--- config.mk ---
export PLATFORM = sky130hd
export DESIGN_NAME = calc_sequencer
export DESIGN_NICKNAME = d
export VERILOG_FILES = /design/src/rtl/calc_sequencer.sv
export SDC_FILE = /design/constraint.sdc
export NUM_CORES = 1
export LEC_CHECK = 0
export CAP_MARGIN = 0
export CELL_PAD_IN_SITES_DETAIL_PLACEMENT = 1
export CELL_PAD_IN_SITES_GLOBAL_PLACEMENT = 1
export CORE_ASPECT_RATIO = 1.5
export CORE_MARGIN = 3
export CORE_UTILIZATION = 46
export CTS_CLUSTER_SIZE = 14
export DETAILED_ROUTE_END_ITERATION = 10
export PLACE_DENSITY_LB_ADDON = 0.2
export SYNTH_ARGS = -nofsm -noshare
export SYNTH_HDL_FRONTEND = slang
export SYNTH_SLANG_ARGS = --single-unit
--- constraint.sdc ---
create_clock -name clk -period 8.2 [get_ports clk]
set_input_delay 1.23 -clock clk [delete_from_list [all_inputs] [get_ports clk]]
set_output_delay 1.23 -clock clk [all_outputs]
set_load 0.05 [all_outputs]
--- src/rtl/calc_sequencer.sv ---
// ============================================================================
// calc_sequencer: 8-bit add/sub/iterative-mul/iterative-div command sequencer.
// Optional divider enabled by macro CALC_DIV_EN.  Rev 1.0
// ============================================================================
`default_nettype none

module calc_sequencer (
  input  logic        clk,
  input  logic        rst,
  input  logic        in_valid,
  output logic        in_ready,
  input  logic [7:0]  A,
  input  logic [7:0]  B,
  input  logic [1:0]  op,
  output logic        out_valid,
  input  logic        out_ready,
  output logic [15:0] result,
  output logic [7:0]  remainder,
  output logic        error,
  output logic        busy
);

  typedef enum logic [1:0] {
    S_IDLE = 2'd0,
    S_BUSY = 2'd1,
    S_DONE = 2'd2
  } state_t;

  state_t      state_q;
  logic        in_ready_q;
  logic        out_valid_q;
  logic        busy_q;
  logic [15:0] result_q;
  logic [7:0]  rem_out_q;
  logic        error_q;
  logic [2:0]  cnt_q;

  // Shift-add multiplier: multiplicand shifts left, multiplier shifts right.
  logic [15:0] prod_q;
  logic [15:0] mcand_q;
  logic [7:0]  mplier_q;
  logic [15:0] prod_d;

  assign prod_d = prod_q + (mplier_q[0] ? mcand_q : 16'd0);

`ifdef CALC_DIV_EN
  logic        is_div_q;
  logic [7:0]  div_rem_q;
  logic [7:0]  quo_q;
  logic [7:0]  divisor_q;
  logic [8:0]  div_shift;
  logic        div_ge;
  logic [7:0]  rem_d;
  logic [7:0]  quo_d;

  // Restoring step: bring in the next dividend bit, subtract when it fits.
  assign div_shift = {div_rem_q, quo_q[7]};
  assign div_ge    = (div_shift >= {1'b0, divisor_q});
  assign rem_d     = div_ge ? 8'(div_shift - {1'b0, divisor_q}) : div_shift[7:0];
  assign quo_d     = {quo_q[6:0], div_ge};
`endif

  always_ff @(posedge clk or posedge rst) begin
    if (rst) begin
      state_q     <= S_IDLE;
      in_ready_q  <= 1'b1;
      out_valid_q <= 1'b0;
      busy_q      <= 1'b0;
      result_q    <= 16'd0;
      rem_out_q   <= 8'd0;
      error_q     <= 1'b0;
      cnt_q       <= 3'd0;
      prod_q      <= 16'd0;
      mcand_q     <= 16'd0;
      mplier_q    <= 8'd0;
`ifdef CALC_DIV_EN
      is_div_q    <= 1'b0;
      div_rem_q   <= 8'd0;
      quo_q       <= 8'd0;
      divisor_q   <= 8'd0;
`endif
    end else begin
      case (state_q)
        S_IDLE: begin
          if (in_valid) begin
            in_ready_q <= 1'b0;
            cnt_q      <= 3'd0;
            rem_out_q  <= 8'd0;
            error_q    <= 1'b0;
            case (op)
              2'b00: begin
                result_q    <= {8'd0, A} + {8'd0, B};
                state_q     <= S_DONE;
                out_valid_q <= 1'b1;
              end
              2'b01: begin
                result_q    <= {8'd0, A} - {8'd0, B};
                state_q     <= S_DONE;
                out_valid_q <= 1'b1;
              end
              2'b10: begin
                prod_q   <= 16'd0;
                mcand_q  <= {8'd0, A};
                mplier_q <= B;
`ifdef CALC_DIV_EN
                is_div_q <= 1'b0;
`endif
                state_q  <= S_BUSY;
                busy_q   <= 1'b1;
              end
              default: begin
`ifdef CALC_DIV_EN
                if (B == 8'd0) begin
                  result_q    <= 16'd0;
                  error_q     <= 1'b1;
                  state_q     <= S_DONE;
                  out_valid_q <= 1'b1;
                end else begin
                  is_div_q  <= 1'b1;
                  div_rem_q <= 8'd0;
                  quo_q     <= A;
                  divisor_q <= B;
                  state_q   <= S_BUSY;
                  busy_q    <= 1'b1;
                end
`else
                result_q    <= 16'd0;
                error_q     <= 1'b1;
                state_q     <= S_DONE;
                out_valid_q <= 1'b1;
`endif
              end
            endcase
          end
        end

        S_BUSY: begin
          cnt_q    <= cnt_q + 3'd1;
          prod_q   <= prod_d;
          mcand_q  <= {mcand_q[14:0], 1'b0};
          mplier_q <= {1'b0, mplier_q[7:1]};
`ifdef CALC_DIV_EN
          div_rem_q <= rem_d;
          quo_q     <= quo_d;
`endif
          if (cnt_q == 3'd7) begin
            state_q     <= S_DONE;
            busy_q      <= 1'b0;
            out_valid_q <= 1'b1;
`ifdef CALC_DIV_EN
            if (is_div_q) begin
              result_q  <= {8'd0, quo_d};
              rem_out_q <= rem_d;
            end else begin
              result_q  <= prod_d;
            end
`else
            result_q <= prod_d;
`endif
          end
        end

        S_DONE: begin
          if (out_ready) begin
            state_q     <= S_IDLE;
            out_valid_q <= 1'b0;
            in_ready_q  <= 1'b1;
          end
        end

        default: begin
          state_q     <= S_IDLE;
          in_ready_q  <= 1'b1;
          out_valid_q <= 1'b0;
          busy_q      <= 1'b0;
        end
      endcase
    end
  end

  assign in_ready  = in_ready_q;
  assign out_valid = out_valid_q;
  assign busy      = busy_q;
  assign result    = result_q;
  assign remainder = rem_out_q;
  assign error     = error_q;

endmodule

`default_nettype wire

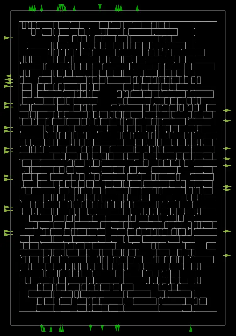
**Above:** run 1 (cell outlines without signal wires).
number of sequential cells in the layout: 65
tally of filler cells in the layout: 1049
post-layout util: 56.3%

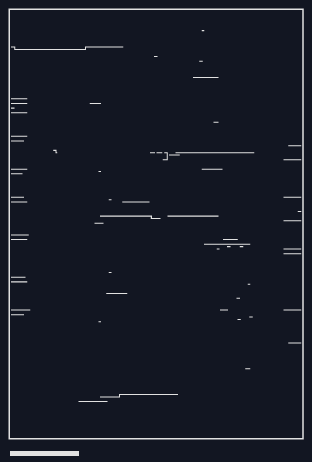
**Above:** run 1 (metal 3).
Scale bar: 20 um.
longest straight run: 22.5 um
share of all routed wire: 2.6%
main direction: horizontal
wire length on this layer: 289 um
total wirelength of the detailed-routed design: 11.1 mm
GR Layer Usage met3: 3.38%

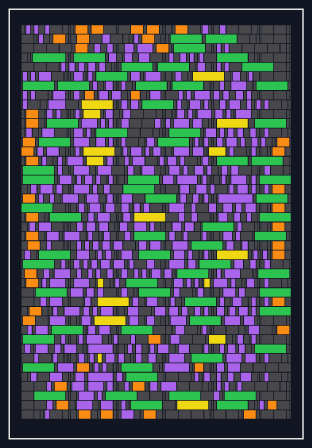
**Above:** run 1 (cell classes on the final placement).
Fill, decap, tap and diode cells in gray.
[clock drivers and dummy loads] yellow | cells: 16
[combinational and other logic] purple | cells: 395
[sequential cells] green | cells: 65
[remaining buffers and delay cells] orange | cells: 45
flop share of the area: 32.4%
Row Count: 42
final instance area: 5030 um^2

==> run summary, run 1 <==
Main metrics from the flow reports.

The total via count in the routed design is roughly 3600. Per the post-route antenna check, the number of violating nets is 0. The worst hold path begins at prod_q[8].

The worst setup path is captured at a flip-flop. The critical path maximum fanout is 18. Summing all placed instances gives a cell area of about 4700 um^2. The capture point of the worst register-to-register path is recorded as prod_q[14]. The endpoint of the worst hold path is reported as prod_q[8]. The cell repeated most along the worst path is sky130_fd_sc_hd__nor2b_1.

The instance count after placement with tap cells included is a little over 600. The power spent charging and discharging nets came out at 0.000766 W. Clock latency on the worst-skew pair, taken at its later pin, is roughly 340 ps. The most common cell after layout, fill and taps aside is sky130_fd_sc_hd__nand2_1. TritonCTS built the clock tree. The final-report max-slew violation count is 0.

The flow ran to the end, and the final reports show no timing, DRC or antenna violations. Setup repair after global routing left no endpoint under its margin. The finished design was reported to have a net count of between 500 and 600. The floorplan step records an initial core utilization of between 40% and 50%. The total clock sinks is about 65. The area growth from synthesis to layout is 17.9%.
-- run 1: cells in the mapped netlist, drive strengths merged (2+ instances only) --
cell	count	share of area (%)
a31oi	4	0.59
nor3	6	0.70
mux2i	22	5.2
nand4	2	0.29
buf	16	2.3
clkbuf	12	1.1
ha	34	10
o21ai	47	5.5
nand2	78	6.9
a21o	7	1.2
a22o	6	1.2
nor2b	5	0.73
nand3b	3	0.53
and2	16	2.3
o211ai	4	0.70
xor2	4	0.82
nand2b	5	0.73
o21bai	3	0.53
o21a	4	0.70
a211oi	6	1.1
fa	3	1.4
inv	27	2.4
xnor2	12	2.5
nand3	3	0.35
o31ai	3	0.53
o22ai	2	0.29
a21oi	32	4.2
nor2	30	2.7
dfrtp	64	38
-- run 1: power by group through the flow --
| stage | clock, W | combinational (W) | sequential, W |
|---|---|---|---|
| after global placement | 0 | 0.000781 | 0.000581 |
| after global routing | 0.000395 | 0.000889 | 0.000605 |
| after detailed placement | 0 | 0.000809 | 0.000588 |
| after floorplan | 0 | 0.000447 | 0.000694 |
| final | 0.000374 | 0.000806 | 0.000582 |
| after CTS | 0.000381 | 0.000817 | 0.000585 |
-- run 1: cells by family (layout without fill, tap and decap cells) --
kind of cell,Yosys count,in the layout,synth area share (%)
simple gates,154,154,16.3
other cells,1,8,0.0879
xor+xnor,16,16,3.28
fa+ha+maj,37,37,11.4
mux,23,23,5.43
flops,65,65,38.2
buf+inv,55,88,5.75
compound gates,130,130,19.6
-- run 1: layer usage --
metal	global-route usage, %	wire (um)	vias up
met5	0	0	-
met3	3.38	289	30
met2	43.0	6160	66
met1	24.8	4290	1743
li1	-	-	1719
met4	12.5	382	0
**Run 1: nets reached from selected ports**

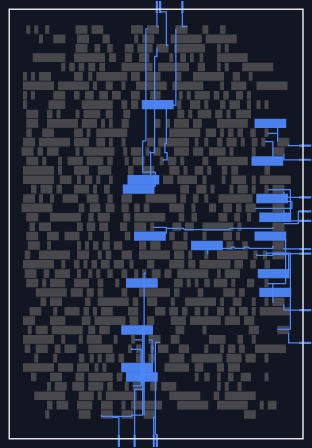

==> run 2, diff against run 1 <==
--- a/config.mk
+++ b/config.mk
@@ -10,7 +10,7 @@
 export CELL_PAD_IN_SITES_GLOBAL_PLACEMENT = 1
 export CORE_ASPECT_RATIO = 1.5
 export CORE_MARGIN = 3
-export CORE_UTILIZATION = 46
+export CORE_UTILIZATION = 43
 export CTS_CLUSTER_SIZE = 14
 export DETAILED_ROUTE_END_ITERATION = 10
 export PLACE_DENSITY_LB_ADDON = 0.2
==> constraint.sdc (replaced) <==
create_clock -name clk -period 3.7 [get_ports clk]
set_input_delay 0.555 -clock clk [delete_from_list [all_inputs] [get_ports clk]]
set_output_delay 0.555 -clock clk [all_outputs]
set_load 0.05 [all_outputs]
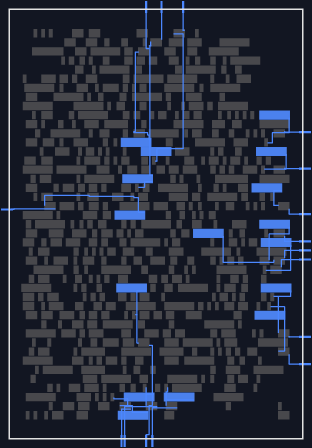
**Above:** run 2 (nets reached from selected ports).
[`result`] blue | direction: output | end cells: 16 | buffers: 16 | wire: 512 um
number of top-level design ports: 50
# port buffers: 41

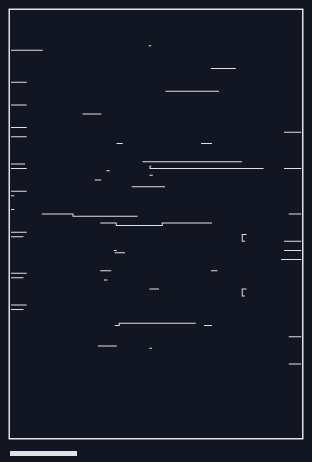
**Above:** run 2 (metal 3).
Scale bar: 20 um.
share of all routed wire: 2.8%
wire length on this layer: 324 um
nets with wire on the layer: 36
longest straight run: 33.8 um
main direction: horizontal
GR Layer Usage met3: 3.34%
routed vias: 3572

==> run summary, run 2 <==
Main metrics from the flow reports.

The clock root buffer is sky130_fd_sc_hd__clkbuf_16 (unchanged). The worst-skew pair later-pin latency is 340 ps (about the same). The hold-fix buffer count after cts is 0 (unchanged). The synthesis area per yosys is 4270 um^2 (unchanged). The most frequent cell after synthesis is sky130_fd_sc_hd__nand2_1 (unchanged). The library cell occupying the most area in the post-synthesis netlist was sky130_fd_sc_hd__dfrtp_1 (unchanged). The pin slew with the least headroom to its limit came out at 894 ps (was 1190 ps). The post-layout minimum cycle time came out at 2860 ps. The share of final-layout standard cells stronger than drive strength 1 came to 6.27% (was 5.57%). The highest fanout seen on the critical path came out at 15 (was 18). The CTS tree is yes (unchanged). The tally of filler cells in the layout is 1119 (was 1049). The total clock sinks came out at 65 (unchanged).

The met3 wirelength from detailed routing is 323 um (was 289 um). The average detailed-routed wire length per instance is 18.0 um (was 17.6 um). The post-CTS clock slew at the launch and capture registers of the worst setup and hold paths came out at 50 ps (about the same). The end of the worst hold path is result[3] (was prod_q[8]). The tally of nets with antenna violations remaining after routing came to 0 (unchanged). The warning total across the stage logs came out at 35 (unchanged). Run status: finished, final reports clean (unchanged). The initial core utilization was 45.1% (was 47.8%). The area growth from synthesis to layout came out at 19.1% (was 17.9%). The final-report max-slew violation count came out at 0 (unchanged). The gate count of the mapped netlist came out at 481 (unchanged).

The cell repeated most along the worst path was sky130_fd_sc_hd__a21oi_2 (was sky130_fd_sc_hd__nor2b_1). The routed wire length is 11.5 mm (was 11.1 mm). Cell area leaders: sky130_fd_sc_hd__dfrtp_1 (38%), sky130_fd_sc_hd__ha_1 (10%), sky130_fd_sc_hd__nand2_1 (6.9%) (unchanged). The length of routed met2 wiring came out at 6.32 mm (was 6.16 mm). The highest routed metal layer is met4 (unchanged).

The number of nets in the final layout is 580 (was 575). The number of buffers and inverters on the critical path came out at 1 (unchanged). Most used standard cells in the synthesized netlist: sky130_fd_sc_hd__nand2_1 (78), sky130_fd_sc_hd__dfrtp_1 (64), sky130_fd_sc_hd__ha_1 (34) (unchanged). The total of endpoints with negative setup slack in the final report is 0 (unchanged). The endpoint of the most critical register-to-register path is prod_q[14] (unchanged). The top-area cell type share of the netlist area came out at 37.5% (unchanged).

The fmax came out at ~0.35 GHz. The total half-perimeter wirelength after legalization and detailed placement was 8.32 mm (was 7.99 mm). The post-route met1 wirelength is 4.54 mm (was 4.29 mm). The post-synthesis sequential element count came out at 65 (unchanged). The register-to-register setup slack came to 840 ps (was 5070 ps).

The category of the worst setup path capture point is a flip-flop (unchanged).
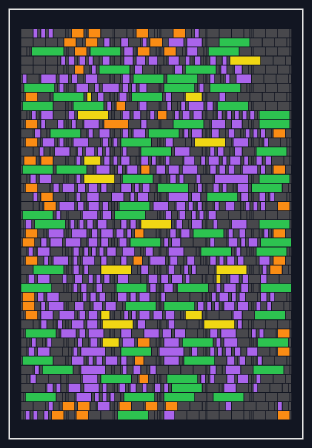
**Above:** run 2 (cell classes on the final placement).
Fill, decap, tap and diode cells in gray.
[clock drivers and dummy loads] yellow | cells: 16
[remaining buffers and delay cells] orange | cells: 50
[sequential cells] green | cells: 65
[combinational and other logic] purple | cells: 395
Row Count: 43
Core Footprint: 9470 um^2
flop share of the area: 32.0%
post-layout util: 53.7%

-- run 2: layer usage --
| metal | track usage (%) | up-vias |
|---|---|---|
| met4 | 9.58 | 0 |
| met5 | 0 | - |
| li1 | - | 1728 |
| met1 | 24.8 | 1766 |
| met2 | 41.8 | 58 |
| met3 | 3.34 | 20 |
-- run 2: kinds of logic after synthesis --
| kind of cell | count (synthesis) | share of synthesized area (%) |
|---|---|---|
| AND/OR/NAND/NOR | 154 | 16.3 |
| adder cells (fa/ha/maj) | 37 | 11.4 |
| XOR/XNOR | 16 | 3.28 |
| other | 1 | 0.0879 |
| multiplexers | 23 | 5.43 |
| AND-OR/OR-AND | 130 | 19.6 |
| buffers and inverters | 55 | 5.75 |
| flip-flops | 65 | 38.2 |
-- run 2: per-stage QoR --
stage	setup slack [ps]	instance area [um^2]	total power [W]	instances
after floorplan	983	4290	0.00253	488
after global placement	797	4790	0.00304	622
after detailed placement	724	4790	0.00312	622
after CTS	830	5080	0.00399	638
after global routing	583	5080	0.00424	638
final	844	5080	0.00395	638
-- run 2: worst min-delay path: cells and delay by family, from the launching register on --
kind,cells,cell delay (ps)
AOI/OAI and AO/OA,1,60
DFF,1,340
and+or+nand+nor,1,50
-- run 2: area by class of cell --
class | count | area (um^2) | area share, %
inverters | 27 | 101 | 1.99
well taps | 112 | 140 | 2.76
flip-flops and latches | 65 | 1630 | 32.0
repair buffers | 50 | 490 | 9.65
multi-input cells | 368 | 2430 | 47.8
clock buffers | 15 | 288 | 5.66
clock inverters | 1 | 7.51 | 0.148
-- run 2: power breakdown --
part / switching (W) / leakage [nW] / internal, W
registers: 0.000242 / 0.832 / 0.00102
clock network: 0.000320 / 0.142 / 0.000528
logic: 0.00116 / 1.38 / 0.000682
**Run 2: metal 2**

Cells faint in the background.
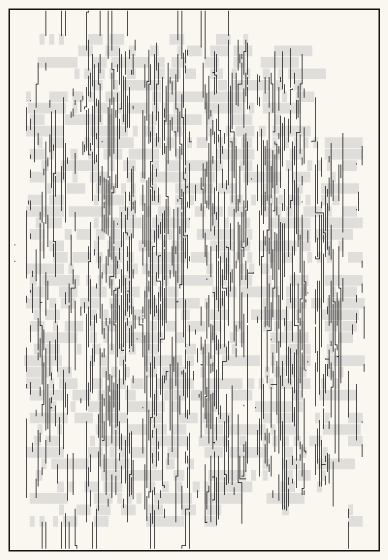

==> run 3, diff against run 2 <==
==> constraint.sdc (replaced) <==
create_clock -name clk -period 3 [get_ports clk]
set_input_delay 0.45 -clock clk [delete_from_list [all_inputs] [get_ports clk]]
set_output_delay 0.45 -clock clk [all_outputs]
set_load 0.05 [all_outputs]
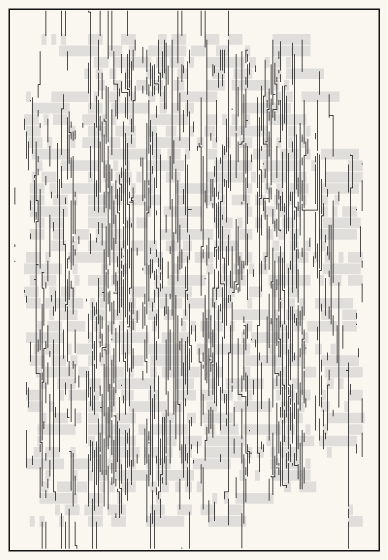
**Above:** run 3 (metal 2).
Cells faint in the background.
longest straight run: 64.6 um
share of all routed wire: 56%
wire length on this layer: 6190 um
main direction: vertical
nets with wire on the layer: 513
total wirelength of the detailed-routed design: 11.1 mm
routed vias: 3579
met2 layer usage reported by global route: 40.7%

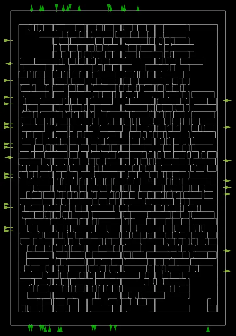
**Above:** run 3 (cell outlines without signal wires).
tally of filler cells in the layout: 1121
post-layout util: 53.7%
number of tap cells added at floorplan: 112
post-route non-filler standard cell count: 641
flop share of the area: 32.0%

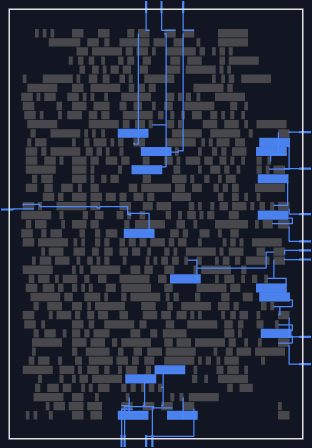
**Above:** run 3 (nets reached from selected ports).
[`result`] blue | direction: output | end cells: 16 | buffers: 16 | wire: 493 um

==> run summary, run 3 <==
Main metrics from the flow reports.

The total half-perimeter wirelength after legalization and detailed placement came out at 8.32 mm (about the same). Cell area leaders: sky130_fd_sc_hd__dfrtp_1 (38%), sky130_fd_sc_hd__ha_1 (10%), sky130_fd_sc_hd__nand2_1 (6.9%) (unchanged). The xor and xnor fraction of the mapped netlist area came out at 3.28% (unchanged). The biggest power consumer among the groups is combinational logic (unchanged). The highest routed metal layer is met4 (unchanged).

The total clock sinks is 65 (unchanged). The number of placement rows came to 43 (unchanged). The power spent charging and discharging nets is 0.00207 W (was 0.00172 W). The initial core utilization is 45.1% (unchanged). The share of final-layout standard cells stronger than drive strength 1 came out at 6.62% (was 6.27%).

The reported clock group power is 0.000949 W (was 0.000848 W). The warning total across the stage logs came out at 35 (unchanged). The routing usage on met1 came out at 24.7% (was 24.8%). The placeable core region came out at 9470 um^2 (unchanged). The cell-internal power is 0.00270 W (was 0.00223 W). The dominant combinational cell family by area after synthesis is AND-OR/OR-AND gates (unchanged). Run status: finished, final reports clean (unchanged). The total of endpoints with negative setup slack in the final report is 0 (unchanged).

Most used standard cells in the synthesized netlist: sky130_fd_sc_hd__nand2_1 (78), sky130_fd_sc_hd__dfrtp_1 (64), sky130_fd_sc_hd__ha_1 (34) (unchanged). The register-to-register setup slack came out at 240 ps (was 840 ps). The synthesis area per yosys is 4270 um^2 (unchanged). The length of routed met2 wiring is 6.19 mm (was 6.32 mm). The area fraction in and, or, nand and nor cells is 16.3% (unchanged).

The clock root buffer is sky130_fd_sc_hd__clkbuf_16 (unchanged). The post-layout minimum cycle time is 2760 ps (was 2860 ps). The end of the worst hold path was mplier_q[1] (was result[3]). The average detailed-routed wire length per instance is 17.4 um (was 18.0 um).

The portion of total power attributed to combinational logic is 47.6% (was 46.6%). The category of the worst setup path capture point is a flip-flop (unchanged). The most frequent cell after synthesis is sky130_fd_sc_hd__nand2_1 (unchanged). The I/O pin total came out at 50 (unchanged). The fraction of power spent switching nets came out at 43.4% (was 43.6%).

The pin slew with the least headroom to its limit is 648 ps (was 894 ps). Unrepaired setup endpoints after global routing: false (unchanged). The met3 layer usage reported by global route came out at 3.41% (was 3.34%).
## run 3: cell count changes in the layout (fill, tap and decap cells not counted), sizes merged
| cell | delta |
|---|---|
| clkbuf | -1 |
| clkinvlp | -1 |
| buf | +5 |
## run 3: through the flow
| step | util, % | cells | cell area, um^2 |
|---|---|---|---|
| after detailed placement | 51.0 | 627 | 4820 |
| after floorplan | - | 488 | 4290 |
| after global placement | 51.0 | 627 | 4820 |
| after CTS | 53.7 | 641 | 5090 |
| after global routing | 53.7 | 641 | 5090 |
| final | 53.7 | 641 | 5090 |
## run 3: worst max-delay path, cell delays in order (launching register included)
cell and delay [ps]:
sky130_fd_sc_hd__dfrtp_1 380, sky130_fd_sc_hd__buf_4 200, sky130_fd_sc_hd__and2_1 180, sky130_fd_sc_hd__fa_1 440, sky130_fd_sc_hd__a21o_1 190, sky130_fd_sc_hd__nand4_1 160
sky130_fd_sc_hd__a21oi_2 100, sky130_fd_sc_hd__o41ai_4 320, sky130_fd_sc_hd__a21oi_2 110, sky130_fd_sc_hd__or3_1 310, sky130_fd_sc_hd__a32o_1 240
## run 3: cells by family (layout without fill, tap and decap cells)
| group | Yosys count | in the layout |
|---|---|---|
| other | 1 | 8 |
| flip-flops | 65 | 65 |
| AND-OR/OR-AND | 130 | 130 |
| adder cells (fa/ha/maj) | 37 | 37 |
| AND/OR/NAND/NOR | 154 | 154 |
| multiplexers | 23 | 23 |
| buffers and inverters | 55 | 96 |
| XOR/XNOR | 16 | 16 |
## run 3: final cells by class
cell class / count / area [um^2]
fillers: 1121 / 4380
multi-input cells: 368 / 2430
flip-flops and latches: 65 / 1630
repair buffers: 55 / 528
clock buffers: 14 / 264
well taps: 112 / 140
inverters: 27 / 101
No activity file was given, so power comes from the tool's default toggle rates.
